## src/rtl/send_tx_inf_pkg.sv

```systemverilog
// Shared definitions for the serial word transmitter: FSM states, frame geometry
// and the bit-period clamp applied when a word is popped.
package send_tx_inf_pkg;

    localparam int DATA_BITS = 16;
    localparam int FRM_BITS  = 18;
    localparam int TPER_MIN  = 2;
    localparam int TPER_W    = 20;

    typedef enum logic [2:0] {
        S_IDLE,
        S_GAP,
        S_START,
        S_DATA,
        S_STOP
    } tx_state_t;

    function automatic logic [TPER_W-1:0] clamp_tper(input logic [TPER_W-1:0] period);
        return (period < TPER_W'(TPER_MIN)) ? TPER_W'(TPER_MIN) : period;
    endfunction

endpackage

```

## src/rtl/send_tx_inf_fifo.sv

```systemverilog
// Synchronous word FIFO holding {frm,data}; extra pointer MSB tells full from empty.
module send_fifo #(
    parameter int DEPTH = 16,
    parameter int AW    = 4,
    parameter int W     = 17
) (
    input  logic         clk_sys,
    input  logic         rst,
    input  logic         wr_en,
    input  logic [W-1:0] wr_data,
    input  logic         rd_en,
    output logic [W-1:0] rd_data,
    output logic         full,
    output logic         empty,
    output logic [AW:0]  level
);

    logic [W-1:0] mem [DEPTH];
    logic [AW:0]  wr_ptr;
    logic [AW:0]  rd_ptr;
    logic         push;
    logic         pop;

    assign full  = (wr_ptr[AW] != rd_ptr[AW]) && (wr_ptr[AW-1:0] == rd_ptr[AW-1:0]);
    assign empty = (wr_ptr == rd_ptr);
    assign level = wr_ptr - rd_ptr;

    // A full FIFO refuses the write even when the head is popped in the same cycle.
    assign push = wr_en && !full;
    assign pop  = rd_en && !empty;

    // Head word comes straight from the register array so it can be loaded in the pop cycle.
    assign rd_data = mem[rd_ptr[AW-1:0]];

    always_ff @(posedge clk_sys) begin
        // NOTE: sequential state uses non-blocking assignments so every flop sees pre-edge values.
        if (rst) begin
            wr_ptr <= '0;
            rd_ptr <= '0;
        end else begin
            if (push) wr_ptr <= wr_ptr + 1'b1;
            if (pop)  rd_ptr <= rd_ptr + 1'b1;
        end
    end

    // NOTE: storage is left unreset; the pointers alone decide which entries are valid.
    always_ff @(posedge clk_sys) begin
        if (push) mem[wr_ptr[AW-1:0]] <= wr_data;
    end

endmodule

```

## src/rtl/send_tx_inf.sv

```systemverilog
// Serial word transmitter: buffers {frm,data} words and sends each as
// start bit, 16 data bits LSB first, stop bit, with an idle gap before new packets.
module send_tx_inf
    import send_tx_inf_pkg::*;
#(
    parameter int DEPTH    = 16,
    parameter int AW       = 4,
    parameter int GAP_BITS = 2
) (
    input  logic              clk_sys,
    input  logic              rst,
    input  logic [15:0]       tx_data,
    input  logic              tx_vld,
    input  logic              tx_frm,
    output logic              tx_rdy,
    input  logic [TPER_W-1:0] tbit_period,
    output logic              tx,
    output logic              tx_busy,
    output logic [AW:0]       fifo_level,
    output logic              tx_ovf
);

    tx_state_t         state;
    logic [TPER_W-1:0] tper;
    logic [TPER_W-1:0] timer;
    logic [3:0]        bit_cnt;
    logic [15:0]       shreg;
    logic              sent_any;
    logic [16:0]       head;
    logic              full;
    logic              empty;
    logic              pop;
    logic              bit_end;

    send_fifo #(.DEPTH(DEPTH), .AW(AW), .W(17)) u_fifo (
        .clk_sys (clk_sys),
        .rst     (rst),
        .wr_en   (tx_vld),
        .wr_data ({tx_frm, tx_data}),
        .rd_en   (pop),
        .rd_data (head),
        .full    (full),
        .empty   (empty),
        .level   (fifo_level)
    );

    assign tx_rdy  = !full;
    assign tx_busy = (state != S_IDLE) || !empty;
    assign bit_end = (timer == tper - TPER_W'(1));
    assign pop     = !empty && ((state == S_IDLE) || (state == S_STOP && bit_end));

    always_ff @(posedge clk_sys) begin
        if (rst) begin
            state    <= S_IDLE;
            tx       <= 1'b1;
            tper     <= TPER_W'(TPER_MIN);
            timer    <= '0;
            bit_cnt  <= '0;
            shreg    <= '0;
            sent_any <= 1'b0;
            tx_ovf   <= 1'b0;
        end else begin
            if (tx_vld && !tx_rdy) tx_ovf <= 1'b1;
            timer <= bit_end ? '0 : timer + TPER_W'(1);

            if (pop) begin
                // Period is sampled here only; a mid-frame change applies to the next word.
                shreg    <= head[15:0];
                tper     <= clamp_tper(tbit_period);
                sent_any <= 1'b1;
                timer    <= '0;
                bit_cnt  <= '0;
                if (head[16] && sent_any) begin
                    state <= S_GAP;
                    tx    <= 1'b1;
                end else begin
                    state <= S_START;
                    tx    <= 1'b0;
                end
            end else begin
                case (state)
                    S_IDLE: begin
                        timer <= '0;
                        tx    <= 1'b1;
                    end
                    S_GAP: if (bit_end) begin
                        if (bit_cnt == 4'(GAP_BITS - 1)) begin
                            state   <= S_START;
                            tx      <= 1'b0;
                            bit_cnt <= '0;
                        end else begin
                            bit_cnt <= bit_cnt + 1'b1;
                        end
                    end
                    S_START: if (bit_end) begin
                        state <= S_DATA;
                        tx    <= shreg[0];
                    end
                    S_DATA: if (bit_end) begin
                        shreg <= shreg >> 1;
                        if (bit_cnt == 4'(DATA_BITS - 1)) begin
                            state   <= S_STOP;
                            tx      <= 1'b1;
                            bit_cnt <= '0;
                        end else begin
                            tx      <= shreg[1];
                            bit_cnt <= bit_cnt + 1'b1;
                        end
                    end
                    S_STOP: if (bit_end) begin
                        state <= S_IDLE;
                        tx    <= 1'b1;
                    end
                    default: begin
                        state <= S_IDLE;
                        tx    <= 1'b1;
                    end
                endcase
            end
        end
    end

endmodule
```

## config.mk

```make
export PLATFORM = sky130hd
export DESIGN_NAME = send_tx_inf
export DESIGN_NICKNAME = d
export VERILOG_FILES = /design/src/rtl/send_tx_inf_pkg.sv /design/src/rtl/send_tx_inf_fifo.sv /design/src/rtl/send_tx_inf.sv
export SDC_FILE = /design/constraint.sdc
export NUM_CORES = 1
export LEC_CHECK = 0
export CORE_ASPECT_RATIO = 1.5
export CORE_MARGIN = 4
export CORE_UTILIZATION = 50
export DETAILED_ROUTE_END_ITERATION = 10
export GPL_ROUTABILITY_DRIVEN = 0
export PLACE_DENSITY = 0.72
export SKIP_CTS_REPAIR_TIMING = 1
export SYNTH_ARGS = -nofsm -noshare
export SYNTH_HDL_FRONTEND = slang
export SYNTH_SLANG_ARGS = --single-unit
```

## constraint.sdc

```tcl
create_clock -name clk_sys -period 4.3 [get_ports clk_sys]
set_input_delay 0.645 -clock clk_sys [delete_from_list [all_inputs] [get_ports clk_sys]]
set_output_delay 0.645 -clock clk_sys [all_outputs]
set_load 0.02 [all_outputs]
```

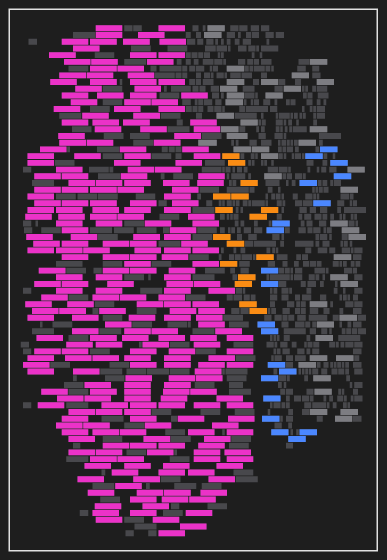
Figure 1: run 1, sequential cells colored by netlist name.
Other sequential cells in the stronger gray, the rest of the logic in the fainter gray.
- blue: `timer` (flops 20)
- magenta: `u_fifo.mem` (flops 272)
- orange: `shreg` (flops 16)
fin util: 58.2%
register area: 9770 µm²
P_seq: 4160 µW

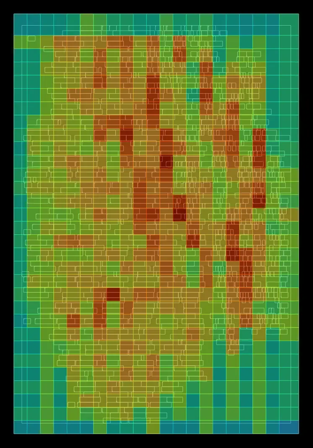
Figure 2: run 1, routing congestion.
global routing's busiest layer: met2
gr usage total: 19.4%
DR WL/cell: 21.6 µm

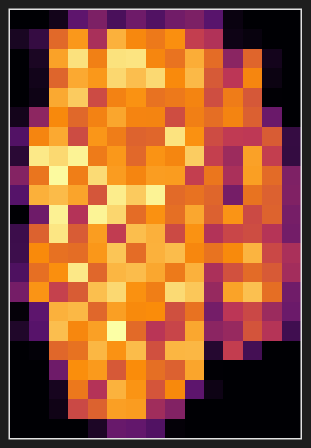
Figure 3: run 1, cell density map.
15 x 22 tiles, from black (low) to pale yellow (high), 0 to 100% covered.
- nearly empty tiles: 16%
- emptiest ninth of the die: south-east
- mean over tiles: 51%

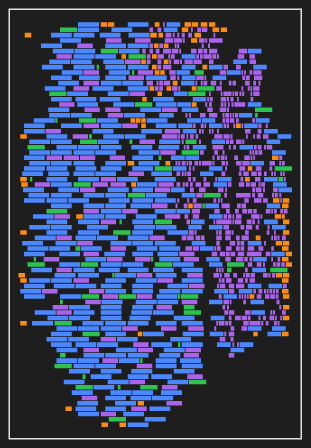
Figure 4: run 1, placed cells, one color a class.
- green: clock drivers and dummy loads (cells 62; share of their area 6.5%)
- blue: registers (cells 352; share of their area 60%)
- purple: remaining logic cells (cells 538; share of their area 29%)
- orange: remaining buffers and delay cells (cells 81; share of their area 4.4%)
core region area: 28900 µm²
flop share of the area: 58.1%

==> ci_impl_report.md, run 1 <==
## Implementation flow summary

| Metric | Value |
|---|---|
| R2R depth | `12` |
| Worst stage delay on the critical path | `0.65 ns` |
| CP endpoint kind | `flop` |
| Most instantiated logic cells after routing | `272 x edfxtp_1, 85 x mux4_2, 78 x dfxtp_1, 72 x nor2_1, 59 x nand2_1` |
| Final Hold Viols | `0` |
| Top cell excl fill/tap | `edfxtp_1` |
| Max-slew violation count | `0` |
| Yosys Chip Area | `14700 µm²` |
| Worst-Margin Slew | `0.666 ns` |
| F_max | `266 MHz` |
| Vias/cell | `5.72` |
| Worst Hold End | `sent_any$_SDFFE_PP0N_` |
| Number of buffers added on ports | `48` |
| Synth warn | `0` |
| Sw Share | `29.9%` |
| Internal cell power | `approximately 6800 µW` |
| Reg2Reg Capture Point | `shreg[1]$_SDFFE_PP0P_` |
| Die width | `148 µm` |
| Largest type area fraction | `55.5%` |
| GRT overflow | `0` |
| Pre-Repair DR Iteration Count | `5` |
| Setup-failing EPs final | `0` |
| Drt drc | `0` |
| Cell area leaders | `edfxtp_1 55%, mux4_2 13%, dfxtp_1 11%, nor2_1 2.1%, xor2_1 1.7%` |
| Worst hold start | `sent_any$_SDFFE_PP0N_` |
| Inserted Clock Buffers | `34` |
| Detail Route Antenna Nets | `0` |
| I/O Pins | `between 40 and 50` |
| H-tree levels | `2` |
| Avg Inst Size Synth | `15.6 µm²` |
| Cycle use final | `87.5%` |
| Final Skew | `about 0.024 ns` |
| Worst EP arrival | `around 4.2 ns` |
| Worst hold margin | `0.474 ns` |
| Min Tclk post-route | `3.76 ns` |
| DR iter-0 viols | `468` |
| Distinct cell type count of the synthesized netlist | `about 70` |
| Late-Pin Clk Latency | `0.53 ns` |
| Pin count of the biggest net entering global routing | `34` |
| CTS Sinks | `352` |
| Layout Nets | `1061` |
| Share of power burned in registers | `43.1%` |
| Pwr dens | `572 nW/µm²` |
| # Cells Yosys | `approximately 940` |
| Critical Path Fanout Max | `17` |
| Critical setup path kind | `reg -> reg` |
| Setup TNS | `0 ns` |
| Die area | `32300 µm²` |
| Routed wire length | `approximately 30000 µm` |
| Cells after Synth | `about 940` |
| Synth Flop Type | `edfxtp_1` |
| Status | `finished, final reports clean` |
| DP Wirelength | `19100 µm` |
| Number of enable flip-flop cells | `272` |
| Number of global-route vias before repair | `8308` |
| Max-cap violations | `0` |
| Vias | `8140` |
| Hold Path Stages | `2` |
| Log Warnings | `30` |
| Share of layout cells above drive strength 1 | `20.5%` |
| Row Count | `between 70 and 80` |
| Bufs on Longest Clock Path | `3` |
| Reg2reg setup slack | `0.54 ns` |
| Area Overhead vs Synth | `14.4%` |
==> run 1: worst max path at each step <==
stage,end,slack (ns)
2_1_floorplan,shreg[14]$_SDFFE_PP0P_,1.19
3_3_place_gp,shreg[1]$_SDFFE_PP0P_,0.70
3_5_place_dp,shreg[1]$_SDFFE_PP0P_,0.61
4_1_cts,shreg[7]$_SDFFE_PP0P_,0.58
5_1_grt,tper[19]$_SDFFE_PP0N_,0.31
6_report,shreg[1]$_SDFFE_PP0P_,0.54
==> run 1: critical path, delay by kind of cell (launching register included) <==
kind	cells	cell delay [ns]
and+or+nand+nor	4	1.39
AOI/OAI and AO/OA	5	1.19
adders and majority gates	1	0.38
DFF	1	0.35
buffers and inverters	2	0.33
==> run 1: through the flow <==
step	utilization [%]	power [µW]	setup slack [ns]	std cells	instance area (µm²)
global route	58.2	10100	0.310	1424	16800
floorplan	-	6180	1.19	941	14700
finish	58.2	9640	0.536	1424	16800
CTS	58.2	9750	0.581	1423	16800
detailed placement	54.6	6910	0.608	1361	15800
global placement	54.6	6870	0.702	1361	15800
==> run 1: area by class of cell <==
type | count | area, µm² | share of cell area, %
multi-input cells | 516 | 4700 | 27.9
clock buffers | 42 | 912 | 5.42
flip-flops and latches | 352 | 9770 | 58.1
repair buffers | 81 | 723 | 4.30
diodes | 1 | 2.50 | 0.0149
inverters | 22 | 82.6 | 0.490
well taps | 390 | 488 | 2.90
clock inverters | 20 | 151 | 0.899
==> run 1: cells in the mapped netlist (3+ instances only) <==
cell      count
a211oi_1      3
a21o_1        3
a21oi_1      19
a221o_1       6
a31oi_1       4
and3_1        5
buf_1         9
buf_2         7
clkbuf_1     32
dfxtp_1      80
edfxtp_1    272
ha_1         13
inv_1        22
mux2i_1       5
mux4_2       85
nand2_1      59
nand2b_1      6
nand3_1      28
nand3b_1     10
nand4_1      12
nand4b_1      3
nor2_1       84
nor2b_1      10
nor3_1       26
nor3b_1       5
nor4_1       15
o21ai_0       9
or2_2         4
or3_1         4
xnor2_1      22
xor2_1       28
==> run 1: registers in the layout (all words and copies together), names as in the netlist, 3 cells and up, named ones only <==
| name | flops |
|---|---|
| bit_cnt | 4 |
| shreg | 16 |
| state | 3 |
| timer | 20 |
| tper | 20 |
| u_fifo.mem | 272 |
| u_fifo.rd_ptr | 5 |
| u_fifo.wr_ptr | 5 |
==> run 1: power groups by stage <==
stage	Sequential [µW]	Combinational (µW)	Clock [µW]
floorplan	4070	2110	0
global placement	4230	2650	0
detailed placement	4230	2680	0
CTS	4160	2690	2900
global route	4190	2910	3040
finish	4160	2660	2820
==> run 1: logic make-up after synthesis <==
kind of cell / synth area share (%)
compound gates: 3.56
xor+xnor: 3.13
fa+ha+maj: 1.24
buf+inv: 2.05
flops: 66.4
mux: 13.4
simple gates: 10.2
==> run 1: layer usage <==
layer	GRT usage, %	wire [µm]	vias to the layer above
met5	0	0	-
met4	6.44	935	0
met3	3.71	1560	60
met2	36.1	16800	190
met1	22.4	11500	4120
li1	-	-	3770
Figure 5. Cells by drive strength (run 1).
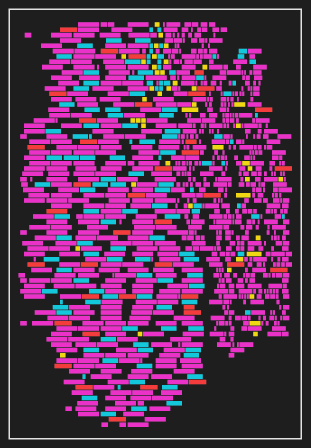

--- run 2 (diff from run 1) ---
--- a/config.mk
+++ b/config.mk
@@ -6,7 +6,7 @@
 export NUM_CORES = 1
 export LEC_CHECK = 0
 export CORE_ASPECT_RATIO = 1.5
-export CORE_MARGIN = 4
+export CORE_MARGIN = 2
 export CORE_UTILIZATION = 50
 export DETAILED_ROUTE_END_ITERATION = 10
 export GPL_ROUTABILITY_DRIVEN = 0
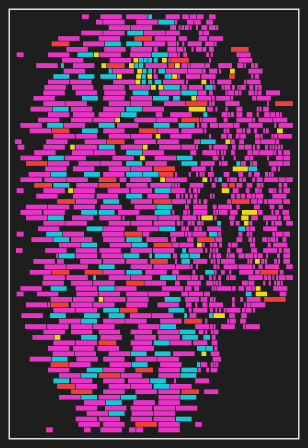
Figure 6: run 2, cells by drive strength.
- yellow: x3 and x4 (cells 42; share 4.1%)
- cyan: x2 (cells 126; share 12%)
- magenta: x1 and smaller (cells 813; share 79%)
- red: x6 and larger (cells 43; share 4.2%)
post-route cell area: 16900 µm²
Area Overhead vs Synth: 14.7%

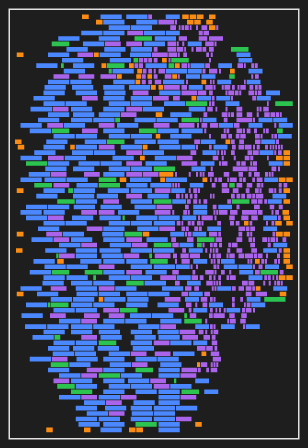
Figure 7: run 2, placed cells, one color a class.
- purple: remaining logic cells (cells 538; share of their area 29%)
- green: clock drivers and dummy loads (cells 57; share of their area 6.9%)
- orange: remaining buffers and delay cells (cells 77; share of their area 4.3%)
- blue: registers (cells 352; share of their area 60%)
core region area: 29200 µm²
flop share of the area: 57.9%
Row Count: 77

==> run 2 against run 1 <==
Effect of this change:
- non-clock buffer count is 4 lower
- die area is 4.5% lower
- critical path depth stayed put
- clock skew is 0.0074 ns lower
- register-to-register slack better by 0.04 ns
- sequential share of layout area is 0.19 points lower
- total power is 2.4% higher
- final area is 0.33% higher
- largest cell class unchanged
- highest routed layer unchanged
==> ci_impl_report.md, run 2 <==
## Implementation flow summary

| Metric | Value |
|---|---|
| CP endpoint kind | `flop` |
| Fin util | `57.9%` |
| Asr flop ratio synth | `0%` |
| Pin count of the biggest net entering global routing | `~45` |
| Max reg flops | `between 200 and 300` |
| Static leakage | `0.00550 µW` |
| Layout Cells excl Fill | `1420` |
| R2R depth | `12` |
| Synth Seq Share | `around 66%` |
| Gr usage total | `21.0%` |
| Worst hold path type | `reg -> reg` |
| Yosys xor share | `approximately 3.1%` |
| CTS Sinks | `352` |
| Worst-Margin Slew | `0.709 ns` |
| CP Launch Type | `flop` |
| Worst Hold End | `sent_any$_SDFFE_PP0N_` |
| Yosys simple share | `10.2%` |
| Complex Gates by Area | `3.56%` |
| Late-Pin Clk Latency | `between 0.5 and 0.6 ns` |
| Max-cap violations | `0` |
| Pwr dens | `about 600 nW/µm²` |
| F_max | `268 MHz` |
| Effective utilization at floorplan | `50.4%` |
| Worst hold margin | `0.471 ns` |
| Gate Area | `4700 µm²` |
| Worst stage delay on the critical path | `0.65 ns` |
| DR WL/cell | `about 22 µm` |
| Number of enable flip-flop cells | `~270` |
| Area leader, netlist | `edfxtp_1` |
| Top comb family, area | `multiplexers` |
| Min Tclk post-route | `3.72 ns` |
| Yosys Chip Area | `roughly 15000 µm²` |
| Log Warnings | `30` |
| WP data required | `4.79 ns` |
| Pre-Repair DR Iteration Count | `7` |
| Inserted Clock Buffers | `31` |
| Register area | `roughly 10000 µm²` |
| Drt drc | `0` |
| Die area | `30900 µm²` |
| Top cell excl fill/tap | `edfxtp_1` |
| Die width | `144 µm` |
| Reg2Reg Capture Point | `tper[3]$_SDFFE_PP0N_` |
| Hold Path Stages | `2` |
| Number of buffers added on ports | `approximately 48` |
| Largest type area fraction | `between 50 and 60%` |
| Worst EP arrival | `~4.2 ns` |
| H-tree levels | `1` |
| Final Hold Viols | `0` |
| Detail Route Antenna Nets | `0` |
| Unrepaired setup endpoints after global routing | `no` |
| Cycle use final | `86.6%` |
| Share of layout cells above drive strength 1 | `20.6%` |
| Fill cells | `between 2000 and 2500` |
| DP Wirelength | `19800 µm` |
| Synth Flop Type | `edfxtp_1` |
| Status | `finished, final reports clean` |
| Vias | `8181` |
| #FFs+latches synth | `352` |
| Critical Path Fanout Max | `18` |
| Slowest CP cell | `or4b_1` |
| MUX share of area | `13.4%` |
| Routed wire length | `about 31000 µm` |
| Cells after Synth | `941` |
| Synth top cell by count | `edfxtp_1` |
| DR iter-0 viols | `681` |
| Synthesized area | `14700 µm²` |
| Placed Cells | `1362` |
| Placed Area | `15800 µm²` |
| Max-slew violation count | `0` |
| Critical setup path kind | `reg -> reg` |
| Number of global-route vias before repair | `about 8600` |
| I/O Pins | `49` |
| Die Y | `214 µm` |
| Max VDD drop | `0.357 mV` |
| Syn_nets | `995` |
| Cell area leaders | `edfxtp_1 55%, mux4_2 13%, dfxtp_1 11%, nor2_1 2.1%, xor2_1 1.7%` |
| Final Skew | `0.0169 ns` |
| Antenna violations before repair | `1` |
| Synth warn | `0` |
| Critical path cell sequence | `inv_1 -> ha_1 -> or4b_1 -> a2111o_1 -> a31oi_1 -> a211oi_1 -> nand4b_1 -> o31a_1 -> or2_1 -> buf_4 -> nand2_1 -> a21oi_1` |
| Slew headroom | `52.6%` |
| Layout Nets | `1054` |
| # Cells Yosys | `~940` |
| Top cells by count | `272 x edfxtp_1, 85 x mux4_2, 84 x nor2_1` |
| Clock-pin slew on the worst setup and hold paths | `approximately 0.07 ns` |
| Worst reg2reg path startpoint | `tper[0]$_SDFFE_PP0N_` |
| Worst hold start | `sent_any$_SDFFE_PP0N_` |
| Reg2reg setup slack | `~0.58 ns` |
| Adder share | `1.24%` |
| Distinct cell type count of the synthesized netlist | `70` |
| GRT overflow | `0` |
| Vias/cell | `5.76` |
| Global-route wire length before repair | `48600 µm` |
| Bufs on Longest Clock Path | `3` |
| Setup-failing EPs final | `0` |
| CTS tree | `done` |
| Clock Root Buffer | `clkbuf_16` |
| Most instantiated logic cells after routing | `272 x edfxtp_1, 85 x mux4_2, 78 x dfxtp_1, 72 x nor2_1, 59 x nand2_1` |
| Avg Inst Size Synth | `15.6 µm²` |
| Setup TNS | `0 ns` |
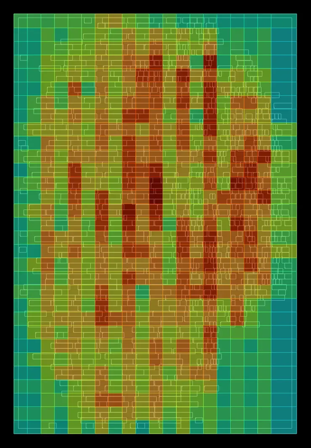
Figure 8: run 2, routing congestion.
GR Util met2: 38.6%
met3 global-route usage: 2.59%

[run 2: cell counts after synthesis]
No cell type changed its count.
[run 2: cell families after synthesis]
group / count (synthesis)
AND/OR/NAND/NOR: 290
buffers and inverters: 73
adder cells (fa/ha/maj): 14
flip-flops: 352
XOR/XNOR: 51
AND-OR/OR-AND: 70
multiplexers: 91
[run 2: critical path, delay by kind of cell (launching register included)]
kind	cells	cell delay (ns)
buffers and inverters	2	0.44
adder cells (fa/ha/maj)	1	0.34
AND-OR/OR-AND	5	1.06
flip-flops	1	0.34
AND/OR/NAND/NOR	4	1.46
[run 2: per-stage QoR]
step           setup slack, ns  total power [µW]
4_1_cts                  0.596              9960
2_1_floorplan             1.19              6180
5_1_grt                  0.318             10400
3_5_place_dp             0.624              6910
3_3_place_gp             0.735              6870
6_report                 0.575              9870
[run 2: power by group]
part	internal [µW]	switching (µW)	total, µW
logic	1290	1380	2670
registers	3880	280	4160
clock network	1810	1240	3050
[run 2: worst max path at each step]
stage                               from                endpoint  slack, ns
floorplan           tper[0]$_SDFFE_PP0N_  shreg[14]$_SDFFE_PP0P_       1.19
global placement    tper[0]$_SDFFE_PP0N_    tper[5]$_SDFFE_PP0N_       0.73
detailed placement  tper[0]$_SDFFE_PP0N_    tper[2]$_SDFFE_PP0N_       0.62
CTS                 tper[0]$_SDFFE_PP0N_    tper[3]$_SDFFE_PP0N_       0.60
global route        tper[0]$_SDFFE_PP0N_    tper[5]$_SDFFE_PP0N_       0.32
finish              tper[0]$_SDFFE_PP0N_    tper[3]$_SDFFE_PP0N_       0.58
[run 2: final cells by class]
class | instances | area share [%]
Clock inverter | 25 | 2.07
Antenna cell | 1 | 0.0148
Clock buffer | 32 | 4.61
Multi-Input combinational cell | 516 | 27.8
Inverter | 22 | 0.489
Tap cell | 395 | 2.93
Timing Repair Buffer | 77 | 4.18
Sequential cell | 352 | 57.9
[run 2: layer usage]
layer	wire length, µm	GRT usage, %	up-vias	part of all wire, %
met4	1050	7.91	0	3.4
met3	1300	2.59	66	4.2
met2	17300	38.6	201	55
met1	11600	24.8	4169	37
li1	-	-	3745	-
met5	0	0	-	0
Figure 9. Cell density map (run 2).
14 x 21 tiles, from black (low) to pale yellow (high), 0 to 100% covered.
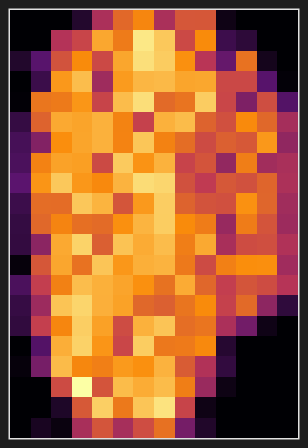

--- run 3 (diff from run 2) ---
--- a/config.mk
+++ b/config.mk
@@ -7,10 +7,10 @@
 export LEC_CHECK = 0
 export CORE_ASPECT_RATIO = 1.5
 export CORE_MARGIN = 2
-export CORE_UTILIZATION = 50
+export CORE_UTILIZATION = 35
 export DETAILED_ROUTE_END_ITERATION = 10
 export GPL_ROUTABILITY_DRIVEN = 0
-export PLACE_DENSITY = 0.72
+export PLACE_DENSITY = 0.55
 export SKIP_CTS_REPAIR_TIMING = 1
 export SYNTH_ARGS = -nofsm -noshare
 export SYNTH_HDL_FRONTEND = slang
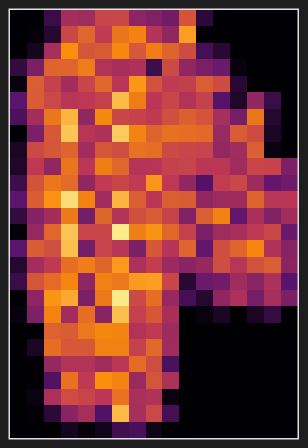
Figure 10: run 3, cell density map.
17 x 26 tiles, from black (low) to pale yellow (high), 0 to 100% covered.
- fullest tile: 96%
- tiles over 75% full: 5.4%
- nearly empty tiles: 23%
- mean over tiles: 38%
- emptiest ninth of the die: south-east

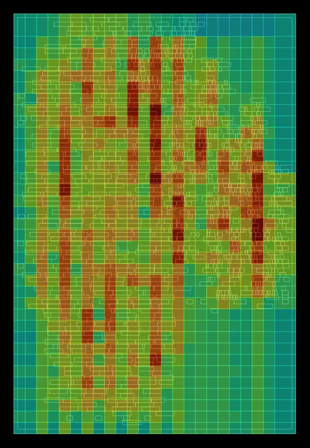
Figure 11: run 3, routing congestion.
gr usage total: 15.7%
DR WL/cell: 21.2 µm
met1 usage: 17.7%
fin util: 41.1%

==> run 3 against run 2 <==
Effect of this change:
- clock power about the same
- total power increased by 0.11%
- global-route usage decreased by 5.3 points
- final cell count increased by 12%
- critical path type unchanged
- critical endpoint is now tper[19]$_SDFFE_PP0N_
- largest power group unchanged
==> ci_impl_report.md, run 3 <==
## Implementation flow summary

| Metric | Value |
|---|---|
| Routed wire length | `33700 µm` |
| Worst-Margin Slew | `0.719 ns` |
| Placed Cells | `1531` |
| MUX share of area | `13.4%` |
| Number of buffers added on ports | `48` |
| Avg Inst Size Synth | `15.6 µm²` |
| Clock-pin slew on the worst setup and hold paths | `0.06 ns` |
| Drt drc | `0` |
| H-tree levels | `2` |
| #FFs+latches synth | `352` |
| Vias | `roughly 8000` |
| Final Skew | `0.0430 ns` |
| Detail Route Antenna Nets | `0` |
| Worst hold path type | `reg -> reg` |
| Max VDD drop | `0.260 mV` |
| Setup-failing EPs final | `0` |
| GRT overflow | `0` |
| Max-cap violations | `0` |
| Die Y | `around 260 µm` |
| Late-Pin Clk Latency | `0.55 ns` |
| Pre-Repair DR Iteration Count | `5` |
| Syn_nets | `995` |
| Largest type area fraction | `between 50% and 60%` |
| # Cells Yosys | `941` |
| Core region area | `approximately 42000 µm²` |
| Inserted Clock Buffers | `37` |
| Top comb family, area | `multiplexers` |
| Die area | `43800 µm²` |
| WP data required | `4.74 ns` |
| Number of global-route vias before repair | `around 8400` |
| Effective utilization at floorplan | `35.2%` |
| CTS tree | `done` |
| Complex Gates by Area | `between 3 and 4%` |
| Pin count of the biggest net entering global routing | `51` |
| Critical Path Fanout Max | `18` |
| Max-slew violation count | `0` |
| Adder share | `1.24%` |
| CP endpoint kind | `flop` |
| Static leakage | `0.00552 µW` |
| CTS Sinks | `352` |
| Top cell excl fill/tap | `edfxtp_1` |
| Yosys xor share | `3.13%` |
| Reg2reg setup slack | `0.62 ns` |
| # diodes | `0` |
| DP Wirelength | `approximately 21000 µm` |
| DR iter-0 viols | `between 500 and 600` |
| Unrepaired setup endpoints after global routing | `no` |
| Share of layout cells above drive strength 1 | `around a fifth` |
| Yosys simple share | `10.2%` |
| Synthesized area | `14700 µm²` |
| Most instantiated logic cells after routing | `272 x edfxtp_1, 85 x mux4_2, 78 x dfxtp_1, 72 x nor2_1, 59 x nand2_1` |
| CP Launch Type | `flop` |
| Synth warn | `0` |
| Area leader, netlist | `edfxtp_1` |
| Critical setup path kind | `reg -> reg` |
| Status | `finished, final reports clean` |
| Bufs on Longest Clock Path | `3` |
| Overall Power | `roughly 9900 µW` |
| Placed Area | `16000 µm²` |
| Synth Seq Share | `66.4%` |
| Min Tclk post-route | `between 3 and 4 ns` |
| F_max | `272 MHz` |
| Clock Root Buffer | `clkbuf_16` |
| Pwr dens | `576 nW/µm²` |
| Distinct cell type count of the synthesized netlist | `around 70` |
| Layout Nets | `1060` |
| Synth top cell by count | `edfxtp_1` |
| I/O Pins | `49` |
| Row Count | `approximately 90` |
| Antenna violations before repair | `0` |
| Area Overhead vs Synth | `16.5%` |
| Post-route cell area | `17200 µm²` |
| Number of enable flip-flop cells | `272` |
| Global-route wire length before repair | `roughly 50000 µm` |
| Setup TNS | `0 ns` |
| Yosys Chip Area | `between 10000 and 15000 µm²` |
| Worst EP arrival | `4.12 ns` |
| Max reg flops | `around 270` |
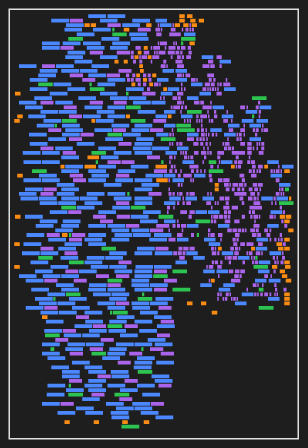
Figure 12: run 3, placed cells, one color a class.
- orange: remaining buffers and delay cells (cells 77; share of their area 4.5%)
- purple: remaining logic cells (cells 538; share of their area 29%)
- blue: registers (cells 352; share of their area 59%)
- green: clock drivers and dummy loads (cells 62; share of their area 7.0%)

run 3: kinds of logic after synthesis:
kind of cell               after synthesis
buffers and inverters                   73
and+or+nand+nor                        290
AOI/OAI and AO/OA                       70
adders and majority gates               14
DFF                                    352
xor gates and xnor gates                51
muxes                                   91
run 3: final timing paths:
check	startpoint	to	depth (start not counted)
worst max-delay path	tper[0]$_SDFFE_PP0N_	tper[19]$_SDFFE_PP0N_	12
worst min-delay path	sent_any$_SDFFE_PP0N_	sent_any$_SDFFE_PP0N_	2
worst max register to register	tper[0]$_SDFFE_PP0N_	tper[19]$_SDFFE_PP0N_	12
worst min register to register	sent_any$_SDFFE_PP0N_	sent_any$_SDFFE_PP0N_	2
run 3: worst max-delay path: stages (launching register included):
cell	delay (ns)
dfxtp_1	0.34
inv_1	0.08
ha_1	0.35
or4b_1	0.64
a2111o_1	0.43
a31oi_1	0.17
a211oi_1	0.07
nand4b_1	0.14
o31a_1	0.20
or2_1	0.58
buf_4	0.35
nand2_1	0.08
a21oi_1	0.15
run 3: metal layers:
layer | wire length (µm) | vias to the layer above | global-route usage [%]
li1 | - | 3746 | -
met1 | 13000 | 4145 | 17.7
met2 | 18500 | 153 | 29.5
met3 | 1260 | 57 | 2.58
met4 | 932 | 0 | 5.54
met5 | 0 | - | 0
run 3: report_power, final:
group,switching (µW),internal (µW),leakage [µW]
clock,1340,1710,0.000556
sequential,278,3880,0.00311
combinational,1390,1290,0.00186
run 3: cell type report:
type                       instances  area (µm²)
timing repair buffer              77         743
multi-input combinational        516        4700
inverter                          22        82.6
clock inverter                    18         166
sequential                       352        9770
fill                            3824       24600
clock buffer                      44         983
tap                              564         706
run 3: stage by stage:
stage / worst slack, ns / hold WS, ns
floorplan: 1.19 / 0.440
global placement: 0.645 / 0.450
detailed placement: 0.601 / 0.461
CTS: 0.562 / 0.474
global route: 0.278 / 0.507
finish: 0.617 / 0.471
Power and IR drop assume default switching activity.
